$ cat config.mk
export PLATFORM = sky130hd
export DESIGN_NAME = alu_sequencer_flat
export DESIGN_NICKNAME = d
export VERILOG_FILES = /design/src/rtl/alu_pkg.sv /design/src/rtl/alu_sequencer_if.sv /design/src/rtl/div_core.sv /design/src/rtl/alu_sequencer.sv /design/src/flat_wrapper.sv
export SDC_FILE = /design/constraint.sdc
export NUM_CORES = 1
export LEC_CHECK = 0
export CORE_AREA = 2 2 230 175
export CTS_CLUSTER_SIZE = 12
export DETAILED_ROUTE_END_ITERATION = 8
export DIE_AREA = 0 0 232 177
export PLACE_DENSITY = 0.68
export SYNTH_ARGS = -nofsm -noshare
export SYNTH_HDL_FRONTEND = slang
export SYNTH_SLANG_ARGS = --single-unit
$ cat constraint.sdc
create_clock -name clk -period 6.91 [get_ports clk]
set_input_delay 0.691 -clock clk [delete_from_list [all_inputs] [get_ports clk]]
set_output_delay 0.691 -clock clk [all_outputs]
set_load 0.02 [all_outputs]
$ cat src/rtl/alu_pkg.sv
// Shared definitions for the ALU sequencer: op codes, FSM state
// encoding and error codes.
package alu_pkg;

    localparam logic [3:0] OP_ADD = 4'd0;
    localparam logic [3:0] OP_SUB = 4'd1;
    localparam logic [3:0] OP_MUL = 4'd2;
    localparam logic [3:0] OP_DIV = 4'd3;
    localparam logic [3:0] OP_MOD = 4'd4;

    localparam logic [1:0] ERR_NONE  = 2'b00;
    localparam logic [1:0] ERR_OVF   = 2'b01;
    localparam logic [1:0] ERR_DIV0  = 2'b10;
    localparam logic [1:0] ERR_BADOP = 2'b11;

    typedef enum logic [2:0] {
        IDLE,
        EXEC,
        DIV,
        FIX,
        DONE
    } state_e;

endpackage

$ cat src/rtl/alu_sequencer_if.sv
// Request/response channel of the ALU sequencer.
//   op_valid/op_ready/op_code/input1/input2  : request (master -> slave)
//   result_valid/result_ready/output1/err_code : response (slave -> master)
interface alu_sequencer_if #(
    parameter int WIDTH     = 16,
    parameter int OUT_WIDTH = 32
);
    logic                 op_valid;
    logic                 op_ready;
    logic [3:0]           op_code;
    logic [WIDTH-1:0]     input1;
    logic [WIDTH-1:0]     input2;
    logic                 result_valid;
    logic                 result_ready;
    logic [OUT_WIDTH-1:0] output1;
    logic [1:0]           err_code;

    modport master (
        output op_valid, op_code, input1, input2, result_ready,
        input  op_ready, result_valid, output1, err_code
    );

    modport slave (
        input  op_valid, op_code, input1, input2, result_ready,
        output op_ready, result_valid, output1, err_code
    );
endinterface

$ cat src/rtl/div_core.sv
// Unsigned iterative restoring divider, one quotient bit per cycle,
// WIDTH cycles per operation.
//   clk, reset           : clock, synchronous active-high reset
//   start                : load operands and begin (ignored while busy)
//   dividend, divisor    : WIDTH+1-bit magnitudes, dividend <= 2^(WIDTH-1)
//   busy                 : operation in progress
//   done                 : high during the cycle of the final step
//   quotient, remainder  : magnitudes, valid after done
module div_core #(
    parameter int WIDTH = 16
) (
    input  logic           clk,
    input  logic           reset,
    input  logic           start,
    input  logic [WIDTH:0] dividend,
    input  logic [WIDTH:0] divisor,
    output logic           busy,
    output logic           done,
    output logic [WIDTH:0] quotient,
    output logic [WIDTH:0] remainder
);
    localparam int CNT_W = $clog2(WIDTH);
    localparam logic [CNT_W-1:0] CNT_LAST = CNT_W'(WIDTH - 1);

    logic             busy_q, busy_d;
    logic [CNT_W-1:0] cnt_q, cnt_d;
    logic [WIDTH:0]   rem_q, rem_d;
    logic [WIDTH:0]   quo_q, quo_d;
    logic [WIDTH:0]   dvs_q, dvs_d;
    logic [WIDTH:0]   rem_sh;
    logic [WIDTH+1:0] trial;

    assign rem_sh = {rem_q[WIDTH-1:0], quo_q[WIDTH]};
    assign trial  = {1'b0, rem_sh} - {1'b0, dvs_q};
    assign done   = busy_q && (cnt_q == CNT_LAST);

    always_comb begin
        busy_d = busy_q;
        cnt_d  = cnt_q;
        rem_d  = rem_q;
        quo_d  = quo_q;
        dvs_d  = dvs_q;
        if (start && !busy_q) begin
            // The dividend top bit is always 0 (magnitude <= 2^(WIDTH-1)),
            // so its quotient step is pre-applied: it starts in the
            // remainder and the quotient register shifts in WIDTH new bits.
            busy_d = 1'b1;
            cnt_d  = '0;
            dvs_d  = divisor;
            rem_d  = {{WIDTH{1'b0}}, dividend[WIDTH]};
            quo_d  = {dividend[WIDTH-1:0], 1'b0};
        end else if (busy_q) begin
            cnt_d = cnt_q + 1'b1;
            if (!trial[WIDTH+1]) begin
                rem_d = trial[WIDTH:0];
                quo_d = {quo_q[WIDTH-1:0], 1'b1};
            end else begin
                rem_d = rem_sh;
                quo_d = {quo_q[WIDTH-1:0], 1'b0};
            end
            if (done) begin
                busy_d = 1'b0;
            end
        end
    end

    always_ff @(posedge clk) begin
        if (reset) begin
            busy_q <= 1'b0;
            cnt_q  <= '0;
            rem_q  <= '0;
            quo_q  <= '0;
            dvs_q  <= '0;
        end else begin
            busy_q <= busy_d;
            cnt_q  <= cnt_d;
            rem_q  <= rem_d;
            quo_q  <= quo_d;
            dvs_q  <= dvs_d;
        end
    end

    assign busy      = busy_q;
    assign quotient  = quo_q;
    assign remainder = rem_q;
endmodule

$ cat src/rtl/alu_sequencer.sv
// Multi-cycle sequencer for the signed ALU: add/sub/mul in one execute
// cycle, div/mod through the iterative divider, one operation in flight.
//   clk, reset : clock, synchronous active-high reset
//   bus        : slave side of the request/response channel
//
// state | meaning
// IDLE  | waiting for a request, op_ready high
// EXEC  | compute add/sub/mul/errors, or launch the divider
// DIV   | divider iterating, WIDTH cycles
// FIX   | apply quotient/remainder signs
// DONE  | result presented until result_ready
module alu_sequencer
    import alu_pkg::*;
#(
    parameter int WIDTH     = 16,
    parameter int OUT_WIDTH = 32
) (
    input  logic           clk,
    input  logic           reset,
    alu_sequencer_if.slave bus
);
    localparam int EXT = OUT_WIDTH - WIDTH;

    state_e               state_q, state_d;
    logic [3:0]           op_code_q, op_code_d;
    logic [WIDTH-1:0]     a_q, a_d;
    logic [WIDTH-1:0]     b_q, b_d;
    logic                 q_neg_q, q_neg_d;
    logic                 r_neg_q, r_neg_d;
    logic [OUT_WIDTH-1:0] output1_q, output1_d;
    logic [1:0]           err_code_q, err_code_d;
    logic                 result_valid_q, result_valid_d;

    logic signed [OUT_WIDTH-1:0] a_sx, b_sx, sum, dif, prod;
    logic [WIDTH:0]              a_mag, b_mag, div_quo, div_rem;
    logic [OUT_WIDTH-1:0]        quo_ext, rem_ext, quo_s, rem_s;
    logic                        div_start, div_busy, div_done;

    // True when the upper bits are not a pure sign extension of bit WIDTH-1.
    function automatic logic out_of_range(input logic [EXT:0] hi);
        return !((&hi) || !(|hi));
    endfunction

    assign a_sx  = {{EXT{a_q[WIDTH-1]}}, a_q};
    assign b_sx  = {{EXT{b_q[WIDTH-1]}}, b_q};
    assign sum   = a_sx + b_sx;
    assign dif   = a_sx - b_sx;
    assign prod  = a_sx * b_sx;
    // One extra bit so that the most negative operand has a magnitude.
    assign a_mag = a_q[WIDTH-1] ? -{1'b1, a_q} : {1'b0, a_q};
    assign b_mag = b_q[WIDTH-1] ? -{1'b1, b_q} : {1'b0, b_q};

    assign quo_ext = {{(EXT-1){1'b0}}, div_quo};
    assign rem_ext = {{(EXT-1){1'b0}}, div_rem};
    assign quo_s   = q_neg_q ? -quo_ext : quo_ext;
    assign rem_s   = r_neg_q ? -rem_ext : rem_ext;

    div_core #(.WIDTH(WIDTH)) u_div (
        .clk       (clk),
        .reset     (reset),
        .start     (div_start),
        .dividend  (a_mag),
        .divisor   (b_mag),
        .busy      (div_busy),
        .done      (div_done),
        .quotient  (div_quo),
        .remainder (div_rem)
    );

    always_comb begin
        state_d        = state_q;
        op_code_d      = op_code_q;
        a_d            = a_q;
        b_d            = b_q;
        q_neg_d        = q_neg_q;
        r_neg_d        = r_neg_q;
        output1_d      = output1_q;
        err_code_d     = err_code_q;
        result_valid_d = result_valid_q;
        div_start      = 1'b0;
        case (state_q)
            IDLE: begin
                if (bus.op_valid && bus.op_ready) begin
                    op_code_d = bus.op_code;
                    a_d       = bus.input1;
                    b_d       = bus.input2;
                    state_d   = EXEC;
                end
            end
            EXEC: begin
                state_d    = DONE;
                err_code_d = ERR_NONE;
                case (op_code_q)
                    OP_ADD: begin
                        output1_d  = sum;
                        err_code_d = out_of_range(sum[OUT_WIDTH-1:WIDTH-1]) ? ERR_OVF : ERR_NONE;
                    end
                    OP_SUB: begin
                        output1_d  = dif;
                        err_code_d = out_of_range(dif[OUT_WIDTH-1:WIDTH-1]) ? ERR_OVF : ERR_NONE;
                    end
                    OP_MUL: begin
                        output1_d = prod;
                    end
                    OP_DIV, OP_MOD: begin
                        if (b_q == '0) begin
                            output1_d  = '0;
                            err_code_d = ERR_DIV0;
                        end else begin
                            div_start = 1'b1;
                            q_neg_d   = a_q[WIDTH-1] ^ b_q[WIDTH-1];
                            r_neg_d   = a_q[WIDTH-1];
                            state_d   = DIV;
                        end
                    end
                    default: begin
                        output1_d  = '0;
                        err_code_d = ERR_BADOP;
                    end
                endcase
            end
            DIV: begin
                if (div_done) begin
                    state_d = FIX;
                end
            end
            FIX: begin
                output1_d  = (op_code_q == OP_DIV) ? quo_s : rem_s;
                err_code_d = ERR_NONE;
                state_d    = DONE;
            end
            DONE: begin
                // result_valid rises one cycle after entering DONE, and
                // retirement needs it already high.
                if (result_valid_q && bus.result_ready) begin
                    result_valid_d = 1'b0;
                    state_d        = IDLE;
                end else begin
                    result_valid_d = 1'b1;
                end
            end
            default: state_d = IDLE;
        endcase
    end

    always_ff @(posedge clk) begin
        if (reset) begin
            state_q        <= IDLE;
            op_code_q      <= '0;
            a_q            <= '0;
            b_q            <= '0;
            q_neg_q        <= 1'b0;
            r_neg_q        <= 1'b0;
            output1_q      <= '0;
            err_code_q     <= ERR_NONE;
            result_valid_q <= 1'b0;
        end else begin
            state_q        <= state_d;
            op_code_q      <= op_code_d;
            a_q            <= a_d;
            b_q            <= b_d;
            q_neg_q        <= q_neg_d;
            r_neg_q        <= r_neg_d;
            output1_q      <= output1_d;
            err_code_q     <= err_code_d;
            result_valid_q <= result_valid_d;
        end
    end

    assign bus.op_ready     = (state_q == IDLE) && !div_busy && !reset;
    assign bus.result_valid = result_valid_q;
    assign bus.output1      = output1_q;
    assign bus.err_code     = err_code_q;
endmodule
$ cat src/flat_wrapper.sv
// flat-port wrapper written by rule: the top's interface ports become plain ports
module alu_sequencer_flat import alu_pkg::*;
#(
    parameter int WIDTH     = 16,
    parameter int OUT_WIDTH = 32
)
  (clk, reset, bus_op_valid, bus_op_code, bus_input1, bus_input2, bus_result_ready, bus_op_ready, bus_result_valid, bus_output1, bus_err_code);
  alu_sequencer_if #(.WIDTH(WIDTH), .OUT_WIDTH(OUT_WIDTH)) bus_i ();
  input  logic clk;
  input  logic reset;
  input wire logic [$bits(bus_i.op_valid)-1:0] bus_op_valid;
  input wire logic [$bits(bus_i.op_code)-1:0] bus_op_code;
  input wire logic [$bits(bus_i.input1)-1:0] bus_input1;
  input wire logic [$bits(bus_i.input2)-1:0] bus_input2;
  input wire logic [$bits(bus_i.result_ready)-1:0] bus_result_ready;
  output wire logic [$bits(bus_i.op_ready)-1:0] bus_op_ready;
  output wire logic [$bits(bus_i.result_valid)-1:0] bus_result_valid;
  output wire logic [$bits(bus_i.output1)-1:0] bus_output1;
  output wire logic [$bits(bus_i.err_code)-1:0] bus_err_code;
  assign bus_i.op_valid = bus_op_valid;
  assign bus_i.op_code = bus_op_code;
  assign bus_i.input1 = bus_input1;
  assign bus_i.input2 = bus_input2;
  assign bus_i.result_ready = bus_result_ready;
  assign bus_op_ready = bus_i.op_ready;
  assign bus_result_valid = bus_i.result_valid;
  assign bus_output1 = bus_i.output1;
  assign bus_err_code = bus_i.err_code;
  alu_sequencer #(.WIDTH(WIDTH), .OUT_WIDTH(OUT_WIDTH)) u_core (.clk(clk), .reset(reset), .bus(bus_i));
endmodule
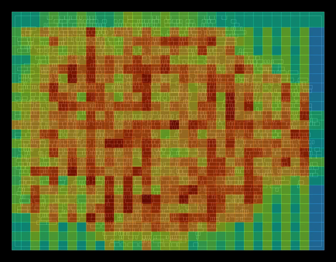
(run_1/congestion_map.png)
DR WL/cell: 20.84 um
gr usage total: 30.83%
busiest grt layer: met2

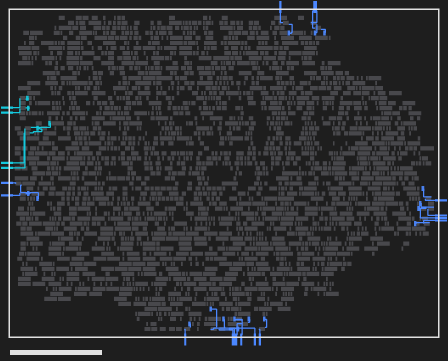
(run_1/port_trees.png)
Scale bar: 50 um.
| port | colour | bits | direction | edge | end cells | buffers | wire |
|---|---|---|---|---|---|---|---|
| bus_op_code | cyan | 4 | input | left | 4 | 4 | 96.4 um |
| bus_input1 | blue | 16 | input | 7 bottom, 4 right, 3 top, 2 left | 16 | 16 | 256 um |

==> metrics.yaml, run 1 <==
grtUsageMet3_pct: 9.327
gp_congestion: 0.9660
switching_power_uw: 995.6
wl_met2_um: 25580
flop_cell: "dfxtp_1"
synth_chip_area_um2: 18850
most-common-layout-cells: "361 x inv_1, 286 x nand2_1, 265 x fa_1"
fp_util_pct: 48.31
nNetsFinal: 2790
clock_buffers: 17
logic_area_um2: 14380
min_to: "u_core.u_div.dvs_q[16]$_SDFFE_PP0P_"
internal-power_mw: 1.563
comb_cells: 1688
clock-sinks: 132
drv_cap: 0
critPathLaunch: "u_core.a_q[6]$_SDFFE_PP0P_"
pin_count: 76
crit_chain: "buf_4 > nand2_1 > fa_1 > inv_1 > fa_1 > fa_1 > fa_1 > fa_1 > inv_1 > fa_1 > inv_1 > ha_1 > a21oi_1 > o21ai_0 > a221oi_2 > and3_1 > o21ai_0 > buf_4 > a311oi_2 > mux2i_1 > a31o_1"
top_area_cell: "fa_1"
power_mw: 2.558
area_leaders: "fa_1 28%, dfxtp_1 14%, ha_1 9.1%"
edf_count: 0
clock.latency.late_pin_ps: 460
worstHoldStart: "u_core.u_div.dvs_q[16]$_SDFFE_PP0P_"
buffer_area_share_pct: 6.106
clock_skew_ps: 13.76
grt_use_met2_pct: 45.40
worst_slew_pin_slew_ps: 1176
ys_ff: 132
avgViaCountPerCell: 5.749
regToRegEndpoint: "u_core.bus.output1[31]$_SDFFE_PP0P_"
outcome: "finished clean"
hold_path_class: "reg2reg"
r2r-start: "u_core.a_q[6]$_SDFFE_PP0P_"
worstPathMaxFanout: 8
avgSynthCellArea_um2: 8.174
clk_pin_slew_ps: 80
wl_met3_um: 7023
dpl_cell_area_um2: 20310
regToRegSetupSlack_ps: 210
comb_area_share_pct: 68.69
yosysWarningCount: 0
vias: 16560
crit_slowest_cell: "fa_1"
switching_share_pct: 38.92
required_ps: 7270
critPathCapture: "u_core.bus.output1[31]$_SDFFE_PP0P_"
portBuffers: 75
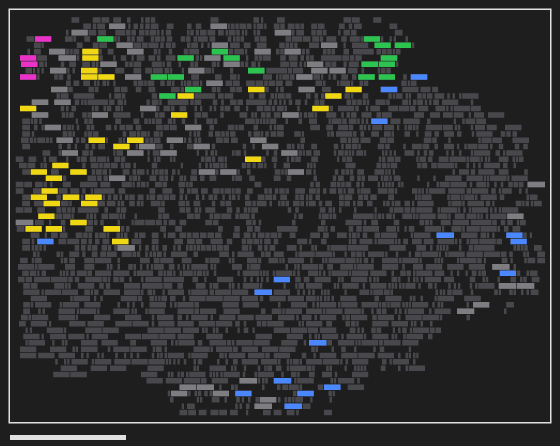
(run_1/ff_map.png)
Scale bar: 50 um. Other sequential cells in the stronger grey, the rest of the logic in the fainter grey.
| name in the netlist | colour | placed flops |
|---|---|---|
| u_core.bus.output1 | yellow | 32 |
| u_core.u_div.dvs_q | green | 17 |
| u_core.u_div.cnt_q | magenta | 4 |
| u_core.a_q | blue | 16 |

run 1: state kept, by name, summed over array words and instances (netlist names):
name,count
u_core.u_div.cnt_q,4
u_core.u_div.quotient,17
u_core.q_neg_q,1
u_core.b_q,16
u_core.bus.err_code,2
u_core.u_div.busy,1
u_core.r_neg_q,1
u_core.bus.result_valid,1
u_core.u_div.remainder,17
u_core.bus.output1,32
u_core.a_q,16
u_core.op_code_q,4
u_core.u_div.dvs_q,17
u_core.state_q,3
==> run 2: changes to the inputs <==
--- a/config.mk
+++ b/config.mk
@@ -9,7 +9,8 @@
 export CTS_CLUSTER_SIZE = 12
 export DETAILED_ROUTE_END_ITERATION = 8
 export DIE_AREA = 0 0 232 177
-export PLACE_DENSITY = 0.68
+export PLACE_DENSITY = 0.65
+export RECOVER_POWER = 50
 export SYNTH_ARGS = -nofsm -noshare
 export SYNTH_HDL_FRONTEND = slang
 export SYNTH_SLANG_ARGS = --single-unit
==> constraint.sdc (replaced) <==
create_clock -name clk -period 8.3 [get_ports clk]
set_input_delay 0.83 -clock clk [delete_from_list [all_inputs] [get_ports clk]]
set_output_delay 0.83 -clock clk [all_outputs]
set_load 0.02 [all_outputs]
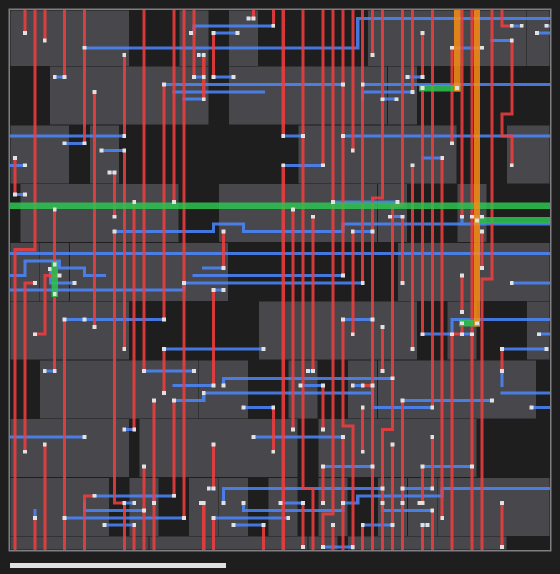
(run_2/closeup.png)
Scale bar: 10 um. Window x 46 to 71, y 32 to 57 um. Cells in grey, sequential cells in the stronger grey; small squares are vias.
| layer | colour |
|---|---|
| M3 | green |
| M4 | orange |
| M1 | blue |
| M2 | red |
sequential cells in the window: 0
cells with their middle in the window: 38
most frequent: fa_1 (18), inv_1 (12), nand2_1 (7)

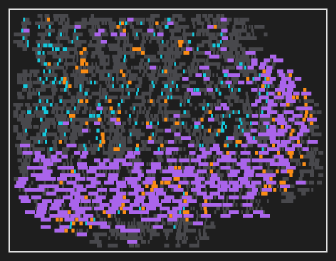
(run_2/gates.png)
| family | colour | cells | most used |
|---|---|---|---|
| nor cells | cyan | 206 | nor2_1 |
| fa/ha/maj cells | purple | 402 | fa_1 |
| and/or cells | orange | 151 | and2_1 |

==> run 2 against run 1 <==
Against the previous run: worst setup slack improved by 790 ps; hold slack improved by 2.8 ps; critical path type unchanged; via count rose by 0.28%; clock-buffer cell count did not move; clock power fell by 16%; non-clock buffer count fell by 41; combinational power fell by about 20%; wire length fell by 1.5%; synthesized cell count did not move; sequential share of layout area rose by 0.13 points; largest cell class unchanged; the flow now finishes with violations (capacitance limit, slew limit); critical path depth fell by 1.
==> metrics.yaml, run 2 <==
outcome: "finished with violations"  # was finished clean
failed_checks: "capacitance limit, slew limit"
ys_ff: 132  # unchanged
avgSynthCellArea_um2: 8.174  # unchanged
grtUsageMet3_pct: 5.412  # was 9.327%
synth_chip_area_um2: 18850  # unchanged
worstPathMaxFanout: 19  # was 8
powerSeq_uw: 705  # was 842 uW
grt_use_met2_pct: 44.55  # was 45.40%
gr-max-usage-layer: "met1"  # was met2
dpl_cell_area_um2: 20010  # was 20,310 um^2
largest_reg_flops: 32  # unchanged
flop_cell: "dfxtp_1"  # unchanged
required_ps: 8660  # was 7270 ps
wl_met3_um: 5768  # was 7023 um
maxSlewViolCount: 59  # was 0
final_area_um2: 20590  # was 20,940 um^2
switching_power_uw: 829.4  # was 995.6 uW
area_leaders: "fa_1 28%, dfxtp_1 14%, ha_1 9.1%"  # unchanged
nNetsFinal: 2749  # was 2,790
rr_worst_depth: 20  # was 21
critPathCapture: "u_core.bus.output1[31]$_SDFFE_PP0P_"  # unchanged
worstHoldStart: "u_core.u_div.dvs_q[16]$_SDFFE_PP0P_"  # unchanged
top_area_cell: "fa_1"  # unchanged
drv_cap: 2  # was 0
pin_count: 76  # unchanged
switching_share_pct: 39.20  # was 38.92%
clock_skew_ps: 15.88  # was 13.76 ps
most-common-layout-cells: "361 x inv_1, 286 x nand2_1, 265 x fa_1"  # unchanged
r2r-start: "u_core.b_q[4]$_SDFFE_PP0P_"  # was u_core.a_q[6]$_SDFFE_PP0P_
yosysWarningCount: 0  # unchanged
critPathLaunch: "u_core.b_q[4]$_SDFFE_PP0P_"  # was u_core.a_q[6]$_SDFFE_PP0P_
internal-power_mw: 1.286  # was 1.563 mW
worst_slew_pin_slew_ps: 2649  # was 1176 ps
synth.cellmix.compoundShare_pct: 15.07  # unchanged
min_to: "u_core.u_div.dvs_q[16]$_SDFFE_PP0P_"  # unchanged
gp_congestion: 0.9652  # was 0.9660
grtUsageTotal_pct: 29.88  # was 30.83%
portBuffers: 75  # unchanged
edf_count: 0  # unchanged
fp_util_pct: 48.31  # unchanged
wl_met2_um: 25310  # was 25,580 um
vias: 16610  # was 16,560
crit_chain: "nand2_1 > fa_1 > inv_1 > fa_1 > fa_1 > fa_1 > fa_1 > inv_1 > fa_1 > inv_1 > ha_1 > and3_1 > and2_1 > nor3b_1 > o211ai_1 > and3_1 > o21ai_0 > a311oi_2 > mux2i_1 > a31o_1"  # was buf_4 > nand2_1 > fa_1 > inv_1 > fa_1 > fa_1 > fa_1 > fa_1 > inv_1 > fa_1 > inv_1 > ha_1 > a21oi_1 > o21ai_0 > a221oi_2 > and3_1 > o21ai_0 > buf_4 > a311oi_2 > mux2i_1 > a31o_1
wl_per_cell_um: 20.83  # was 20.84 um
## run 2: cell counts after synthesis
Identical to the previous run, type by type.
## run 2: stage by stage
step / power [mW] / utilization [%] / std cells
5_1_grt: 2.206 / 52.77 / 2840
3_5_place_dp: 1.309 / 51.27 / 2808
6_report: 2.116 / 52.77 / 2840
2_1_floorplan: 1.095 / - / 2306
3_3_place_gp: 1.302 / 51.27 / 2808
4_1_cts: 2.112 / 52.82 / 2840
## run 2: layout make-up
type	count	area, um^2	share of cell area, %
clock buffers	17	425.4	2.066
clock inverters	15	178.9	0.8690
inverters	363	1363	6.618
multi-input cells	1688	14360	69.75
flip-flops and latches	132	2644	12.84
well taps	520	650.6	3.160
repair buffers	105	967.2	4.698
Power is estimated from default activity; no workload was simulated.
